[src/rtl/usb_rx_packet_pkg.sv]
// Shared types and CRC helpers for the USB receive packet decoder.
package usb_rx_packet_pkg;

  typedef enum logic [3:0] {
    PID_OUT   = 4'h1,
    PID_ACK   = 4'h2,
    PID_DATA0 = 4'h3,
    PID_SOF   = 4'h5,
    PID_IN    = 4'h9,
    PID_NAK   = 4'hA,
    PID_DATA1 = 4'hB,
    PID_SETUP = 4'hD,
    PID_STALL = 4'hE
  } pid_t;

  typedef enum logic [2:0] {
    S_IDLE,
    S_TOK1,
    S_TOK2,
    S_TEND,
    S_DATA,
    S_HSK,
    S_ERR
  } state_t;

  localparam logic [4:0]  CRC5_POLY   = 5'h05;
  localparam logic [4:0]  CRC5_INIT   = 5'h1F;
  localparam logic [4:0]  CRC5_RESID  = 5'b01100;
  localparam logic [15:0] CRC16_POLY  = 16'h8005;
  localparam logic [15:0] CRC16_INIT  = 16'hFFFF;
  localparam logic [15:0] CRC16_RESID = 16'h800D;

  // Bits are taken LSB first, matching the wire order.
  function automatic logic [4:0] crc5_step(
    input logic [4:0] c,
    input logic [7:0] d
  );
    logic [4:0] r;
    r = c;
    for (int i = 0; i < 8; i++) begin
      if (r[4] ^ d[i]) r = {r[3:0], 1'b0} ^ CRC5_POLY;
      else             r = {r[3:0], 1'b0};
    end
    return r;
  endfunction

  function automatic logic [15:0] crc16_step(
    input logic [15:0] c,
    input logic [7:0]  d
  );
    logic [15:0] r;
    r = c;
    for (int i = 0; i < 8; i++) begin
      if (r[15] ^ d[i]) r = {r[14:0], 1'b0} ^ CRC16_POLY;
      else              r = {r[14:0], 1'b0};
    end
    return r;
  endfunction

endpackage

[src/rtl/usb_crc.sv]
// Byte-wise CRC5/CRC16 accumulator with synchronous clear.
module usb_crc
  import usb_rx_packet_pkg::*;
(
  input  logic        clk,
  input  logic        rst,
  input  logic        clr,
  input  logic        en,
  input  logic [7:0]  din,
  output logic [4:0]  crc5,
  output logic [15:0] crc16
);

  logic [4:0]  crc5_q, crc5_d;
  logic [15:0] crc16_q, crc16_d;

  always_comb begin
    crc5_d  = crc5_q;
    crc16_d = crc16_q;
    if (clr) begin
      crc5_d  = CRC5_INIT;
      crc16_d = CRC16_INIT;
    end else if (en) begin
      crc5_d  = crc5_step(crc5_q, din);
      crc16_d = crc16_step(crc16_q, din);
    end
  end

  always_ff @(posedge clk or posedge rst) begin
    if (rst) begin
      crc5_q  <= CRC5_INIT;
      crc16_q <= CRC16_INIT;
    end else begin
      crc5_q  <= crc5_d;
      crc16_q <= crc16_d;
    end
  end

  assign crc5  = crc5_q;
  assign crc16 = crc16_q;

endmodule

[src/rtl/usb_rx_packet.sv]
// USB receive packet decoder: PID/token/data/handshake decode.
// Optional saturating error counter: define USB_RX_ERR_COUNT_EN.
module usb_rx_packet
  import usb_rx_packet_pkg::*;
#(
  parameter int MAX_PAYLOAD = 8
) (
  input  logic        clk,
  input  logic        reset,
  input  logic [7:0]  rx_data,
  input  logic        rx_active,
  input  logic        rx_valid,
  input  logic        rx_error,
  input  logic [6:0]  dev_addr,
  output logic [3:0]  pid,
  output logic        token_valid,
  output logic [3:0]  token_endp,
  output logic [10:0] frame_no,
  output logic [7:0]  data_out,
  output logic        data_valid,
  output logic        data_done,
  output logic        hsk_valid,
  output logic        pkt_error,
  output logic [7:0]  err_count
);

  localparam int CW = $clog2(MAX_PAYLOAD + 3);
  localparam logic [CW-1:0] LEN_LIM = CW'(MAX_PAYLOAD + 2);
  localparam logic [CW-1:0] HOLD    = CW'(2);

  state_t state_q, state_d;
  logic act_q, armed_q, armed_d;
  logic [3:0] ptype_q, ptype_d;
  logic [CW-1:0] cnt_q, cnt_d;
  logic [7:0] b0_q, b0_d, b1_q, b1_d;
  logic [3:0] pid_q, pid_d, endp_q, endp_d;
  logic [10:0] frame_q, frame_d;
  logic [7:0] dout_q, dout_d;
  logic tok_q, tok_d, dv_q, dv_d;
  logic done_q, done_d, hsk_q, hsk_d;
  logic perr_q, perr_d;
  logic [4:0] crc5;
  logic [15:0] crc16;

  logic eop, byte_in, err_in, len_err, shift;
  logic pid_ok, is_tok, is_data, is_hsk;
  logic [3:0] pn;

  assign eop     = act_q & ~rx_active;
  assign byte_in = rx_valid & rx_active;
  assign err_in  = rx_error & rx_active;
  assign len_err = (cnt_q == LEN_LIM);
  assign shift   = byte_in & ~err_in &
                   ((state_q == S_TOK1) | (state_q == S_TOK2) |
                    ((state_q == S_DATA) & ~len_err));

  assign pn      = rx_data[3:0];
  assign pid_ok  = (rx_data[7:4] == ~rx_data[3:0]);
  assign is_tok  = pid_ok & ((pn == PID_OUT) | (pn == PID_IN) |
                             (pn == PID_SETUP) | (pn == PID_SOF));
  assign is_data = pid_ok & ((pn == PID_DATA0) | (pn == PID_DATA1));
  assign is_hsk  = pid_ok & ((pn == PID_ACK) | (pn == PID_NAK) |
                             (pn == PID_STALL));

  usb_crc u_crc (
    .clk   (clk),
    .rst   (reset),
    .clr   (state_q == S_IDLE),
    .en    (shift),
    .din   (rx_data),
    .crc5  (crc5),
    .crc16 (crc16)
  );

  always_ff @(posedge clk or posedge reset) begin
    if (reset) state_q <= S_IDLE;
    else       state_q <= state_d;
  end

  // The PID byte is classified as it arrives in IDLE.
  always_comb begin
    state_d = state_q;
    unique case (state_q)
      S_IDLE: begin
        if (armed_q && err_in) state_d = S_ERR;
        else if (armed_q && byte_in) begin
          unique case (1'b1)
            is_tok:  state_d = S_TOK1;
            is_data: state_d = S_DATA;
            is_hsk:  state_d = S_HSK;
            default: state_d = S_ERR;
          endcase
        end
      end
      S_TOK1: begin
        if (err_in)       state_d = S_ERR;
        else if (byte_in) state_d = S_TOK2;
        else if (eop)     state_d = S_IDLE;
      end
      S_TOK2: begin
        if (err_in)       state_d = S_ERR;
        else if (byte_in) state_d = S_TEND;
        else if (eop)     state_d = S_IDLE;
      end
      S_DATA: begin
        if (err_in || (byte_in && len_err)) state_d = S_ERR;
        else if (eop) state_d = S_IDLE;
      end
      S_TEND, S_HSK: begin
        if (err_in || byte_in) state_d = S_ERR;
        else if (eop)          state_d = S_IDLE;
      end
      S_ERR: begin
        if (eop) state_d = S_IDLE;
      end
      default: state_d = S_IDLE;
    endcase
  end

  always_comb begin
    armed_d = armed_q | ~rx_active;
    ptype_d = ptype_q;
    cnt_d   = cnt_q;
    b0_d    = b0_q;
    b1_d    = b1_q;
    pid_d   = pid_q;
    endp_d  = endp_q;
    frame_d = frame_q;
    dout_d  = dout_q;
    tok_d   = 1'b0;
    dv_d    = 1'b0;
    done_d  = 1'b0;
    hsk_d   = 1'b0;
    perr_d  = 1'b0;
    if (state_q == S_IDLE && armed_q && byte_in) begin
      ptype_d = pn;
      cnt_d   = '0;
    end
    // Two-byte holdoff keeps the CRC16 bytes from ever being delivered.
    if (shift) begin
      b0_d  = b1_q;
      b1_d  = rx_data;
      cnt_d = cnt_q + 1'b1;
      if (state_q == S_DATA && cnt_q >= HOLD) begin
        dout_d = b0_q;
        dv_d   = 1'b1;
      end
    end
    if (eop) begin
      unique case (state_q)
        S_TEND: begin
          if (crc5 != CRC5_RESID) perr_d = 1'b1;
          else if (ptype_q == PID_SOF) begin
            tok_d   = 1'b1;
            pid_d   = ptype_q;
            frame_d = {b1_q[2:0], b0_q};
          end else if (b0_q[6:0] == dev_addr) begin
            tok_d   = 1'b1;
            pid_d   = ptype_q;
            endp_d  = {b1_q[2:0], b0_q[7]};
          end
        end
        S_TOK1, S_TOK2, S_ERR: perr_d = 1'b1;
        S_DATA: begin
          if (cnt_q >= HOLD && crc16 == CRC16_RESID) begin
            done_d = 1'b1;
            pid_d  = ptype_q;
          end else perr_d = 1'b1;
        end
        S_HSK: begin
          hsk_d = 1'b1;
          pid_d = ptype_q;
        end
        default: ;
      endcase
    end
  end

  always_ff @(posedge clk or posedge reset) begin
    if (reset) begin
      act_q   <= 1'b0;
      armed_q <= 1'b0;
      ptype_q <= '0;
      cnt_q   <= '0;
      b0_q    <= '0;
      b1_q    <= '0;
      pid_q   <= '0;
      endp_q  <= '0;
      frame_q <= '0;
      dout_q  <= '0;
      tok_q   <= 1'b0;
      dv_q    <= 1'b0;
      done_q  <= 1'b0;
      hsk_q   <= 1'b0;
      perr_q  <= 1'b0;
    end else begin
      act_q   <= rx_active;
      armed_q <= armed_d;
      ptype_q <= ptype_d;
      cnt_q   <= cnt_d;
      b0_q    <= b0_d;
      b1_q    <= b1_d;
      pid_q   <= pid_d;
      endp_q  <= endp_d;
      frame_q <= frame_d;
      dout_q  <= dout_d;
      tok_q   <= tok_d;
      dv_q    <= dv_d;
      done_q  <= done_d;
      hsk_q   <= hsk_d;
      perr_q  <= perr_d;
    end
  end

`ifdef USB_RX_ERR_COUNT_EN
  logic [7:0] errc_q, errc_d;
  always_comb begin
    errc_d = errc_q;
    if (perr_d && errc_q != 8'hFF) errc_d = errc_q + 8'd1;
  end
  always_ff @(posedge clk or posedge reset) begin
    if (reset) errc_q <= '0;
    else       errc_q <= errc_d;
  end
  assign err_count = errc_q;
`else
  assign err_count = 8'h00;
`endif

  assign pid         = pid_q;
  assign token_valid = tok_q;
  assign token_endp  = endp_q;
  assign frame_no    = frame_q;
  assign data_out    = dout_q;
  assign data_valid  = dv_q;
  assign data_done   = done_q;
  assign hsk_valid   = hsk_q;
  assign pkt_error   = perr_q;

endmodule

[config.mk]
export PLATFORM = sky130hd
export DESIGN_NAME = usb_rx_packet
export DESIGN_NICKNAME = d
export VERILOG_FILES = /design/src/rtl/usb_rx_packet_pkg.sv /design/src/rtl/usb_crc.sv /design/src/rtl/usb_rx_packet.sv
export SDC_FILE = /design/constraint.sdc
export NUM_CORES = 1
export LEC_CHECK = 0
export CAP_MARGIN = 20
export CORE_ASPECT_RATIO = 1.75
export CORE_MARGIN = 2
export CORE_UTILIZATION = 49
export DETAILED_ROUTE_END_ITERATION = 16
export PLACE_DENSITY_LB_ADDON = 0.15
export SLEW_MARGIN = 20
export SYNTH_ARGS = -nofsm -noshare
export SYNTH_HDL_FRONTEND = slang
export SYNTH_SLANG_ARGS = --single-unit
[constraint.sdc]
create_clock -name clk -period 3.5 [get_ports clk]
set_input_delay 0.7 -clock clk [delete_from_list [all_inputs] [get_ports clk]]
set_output_delay 0.7 -clock clk [all_outputs]
set_load 0.01 [all_outputs]
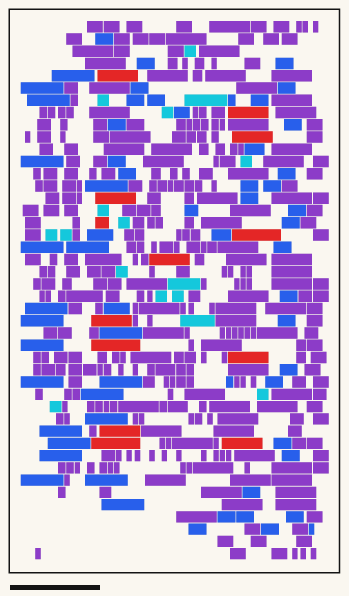
Figure 1: cell sizes after repair.
The bar under the picture is 20 um long.
size	color	cells	share
_6 and larger	red	13	2.9%
_0 and _1 cells	purple	352	80%
_3 and _4 cells	cyan	16	3.6%
_2 cells	blue	61	14%

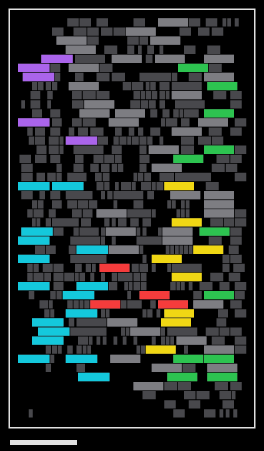
Figure 2: register map, names as in the netlist.
The bar under the picture is 20 um long. Other sequential cells in the stronger gray, the rest of the logic in the fainter gray.
signal	color	placed flops
`cnt_q`	red	4
`b0_q`	yellow	8
`frame_no`	green	11
`u_crc.crc5`	purple	5
`u_crc.crc16`	cyan	16
not colored	38

==> run summary <==
clock buffers = 9
global route overflow = 0
fmax = 389 MHz
Flop area = 2080 sq um
Non-CTS buffers = 63
post-synthesis xor/xnor area fraction = 11.3%
R2R Setup Slk = 1000 ps
Setup Buffers After CTS = 0
logic area = 1880 sq um
CP max stage delay = 420 ps
post-route clock skew = 4.00 ps
invs w/o clock = 3
DRT iter0 DRCs = 133
first-pass GRT wire length = 14600 um
fp_density = 49.8%
CP Launch Point = dev_addr[3]
Pleak = 0.00218 uW
Yosys top cell area share = 37.4%
cell depth of the worst setup path = 7
Insertion Delay late pin = 340 ps
yosys cell count = 385
post-route ant nets = 0
Tapcell Cnt = 92
DRT Pass-1 Iters = 4
CP max-delay cell = clkdlybuf4s50_1
Crit Reg-Reg Startpoint = state_q[2]
global routing usage on met2 = 37.3%
row cnt = 44
sw frac = 33.8%
Die H = 125 um
PostCTS Resize Cnt = 0
Diodes inserted = 0
ratio of cells with drive above 1 in the final layout = 20.4%
HP Start = u_crc.crc16[2]
startpoint types = input port
comb_multi_in = 278
count leader, synth = nand2_1
Total Wirelength = 8880 um
Overall Power = 4130 uW
seq pwr = 1630 uW
DRC Markers = 0
sequential power share = 39.5%
RSZ-0062 raised after global routing = no
vias = 2860
die footprint = 9110 sq um
vias per cell = 5.36
Clock-cell share = 6.79%
Cells after Synth = 385
CTS Buffer Depth = 2
Final Hold Slack = 473 ps
all-layer global routing usage = 21.3%
crit path kind = input port to flop
register share after synthesis = 50.9%
CP required = 3720 ps
count of pins over their slew limit = 0
Leading power group = sequential cells
Combinational Power = 1420 uW
CTS tree = built
Sink Count = 82
final period utilization = 73.5%
routing usage on met1 = 24.5%
clock group share of total power = 26.0%
GRT met3 Usage = 3.40%
area grow syn2layout = 23.1%
Simple Share, Synth = 15.9%
status = completed
Seq area share = 41.3%
antenna violations before repair = 0
fin util = 61.3%
post-synth tally of flip-flops with integrated enable = 0
yosys warns = 0
Comb power frac = 34.5%
most area-hungry cell type in the Yosys netlist = dfrtp_1
Worst Tran Pin Value = 998 ps
Crit path buffers/inverters = 1
number of global-route vias before repair = 2922
Synth flops = 82
Tmin final = 2570 ps
max layer used = met4
synth unique cells = 45
cell depth of the worst hold path = 2
reg2reg path depth = 6
final hold violations = 0
GPL Wtd Cong = 0.822
Yosys Chip Area = 4080 sq um
Max Cap Viol = 0
Worst-path clk slew = 60 ps
Top Layout Cells = nand2_1 (69), dfrtp_1 (61), clkdlybuf4s50_1 (51), mux2_2 (31), xnor2_1 (28)
Setup crit end = pid[1]
hold_buf cts = 0
H-tree levels = 3
Core ar. = 8200 sq um
top cell family by delay on the critical path = AND-OR/OR-AND gates
final setup violation count = 0
HPWL Detailed = 6550 um
Internal Pwr Total = 2740 uW
CP Max Fanout = 4
Worst IR Drop VDD = 0.000505 V
Dominant combinational family = simple AND/OR/NAND/NOR gates
Post-Syn Area = 4080 sq um
aoi share = 8.52%
worst r2r dst = cnt_q[3]
Comb/total area = 37.4%
worst hold path type = flop to flop
met3 wire length = 252 um
FA/HA/MAJ Cells, Area Fraction = 0.613%
arrival time worst endpoint = 2790 ps
Signal buf overhead = 11.9%
clk root buf = clkbuf_16
crit path cell chain = clkdlybuf4s50_1 -> xor2_1 -> nor4_1 -> nand4_1 -> a21bo_1 -> a221oi_4 -> mux2_2
P_clk = 1070 uW
proportion of synthesized area in mux cells = 8.55%
CP endpoint kind = flop
Switch Pwr = 1390 uW
largest net degree at the start of global routing = 36
Post-synth top cells = nand2_1 (69), dfrtp_1 (61), mux2_2 (31)
die width = 73.0 um
Max-Slew Margin vs Limit = 33.5%
I/O pin count = 60
flop count = 82
power per cell area = 822 nW/um^2
Post-Route M1 WL = 3480 um
dominant class by area = flip-flops and latches
async set or reset register ratio after synthesis = 100%
most instantiated logic cell after routing = nand2_1
drt wl/cell = 16.6 um
metal2 WL = 4890 um
CTS Buf Count = 9
fin nets = 459
port bufs = 51
mean post-synth cell area = 10.6 sq um
top_reg_cell synth = dfrtp_1
Main area contributors = dfrtp_1 (37%), dfstp_2 (14%), mux2_2 (8.5%)
OpenROAD warnings = 27
Setup TNS = 0 ps
GR peak layer = met2
WHS Endpoint = u_crc.crc16[10]
Filler cells = 684
state kept, by name, indices dropped and copies added (netlist names):
signal / flops
state_q: 3
data_valid: 1
data_out: 8
hsk_valid: 1
pkt_error: 1
cnt_q: 4
act_q: 1
data_done: 1
pid: 4
u_crc.crc16: 16
frame_no: 11
armed_q: 1
token_valid: 1
token_endp: 4
u_crc.crc5: 5
b0_q: 8
b1_q: 8
ptype_q: 4
metrics by stage:
stage / cell area (sq um) / instances / setup slack [ps]
2_1_floorplan: 4110 / 392 / 726
4_1_cts: 5030 / 534 / 894
3_5_place_dp: 4690 / 518 / 543
5_1_grt: 5030 / 534 / 817
6_report: 5030 / 534 / 926
3_3_place_gp: 4690 / 518 / 597
No activity file was given, so power comes from the tool's default toggle rates.
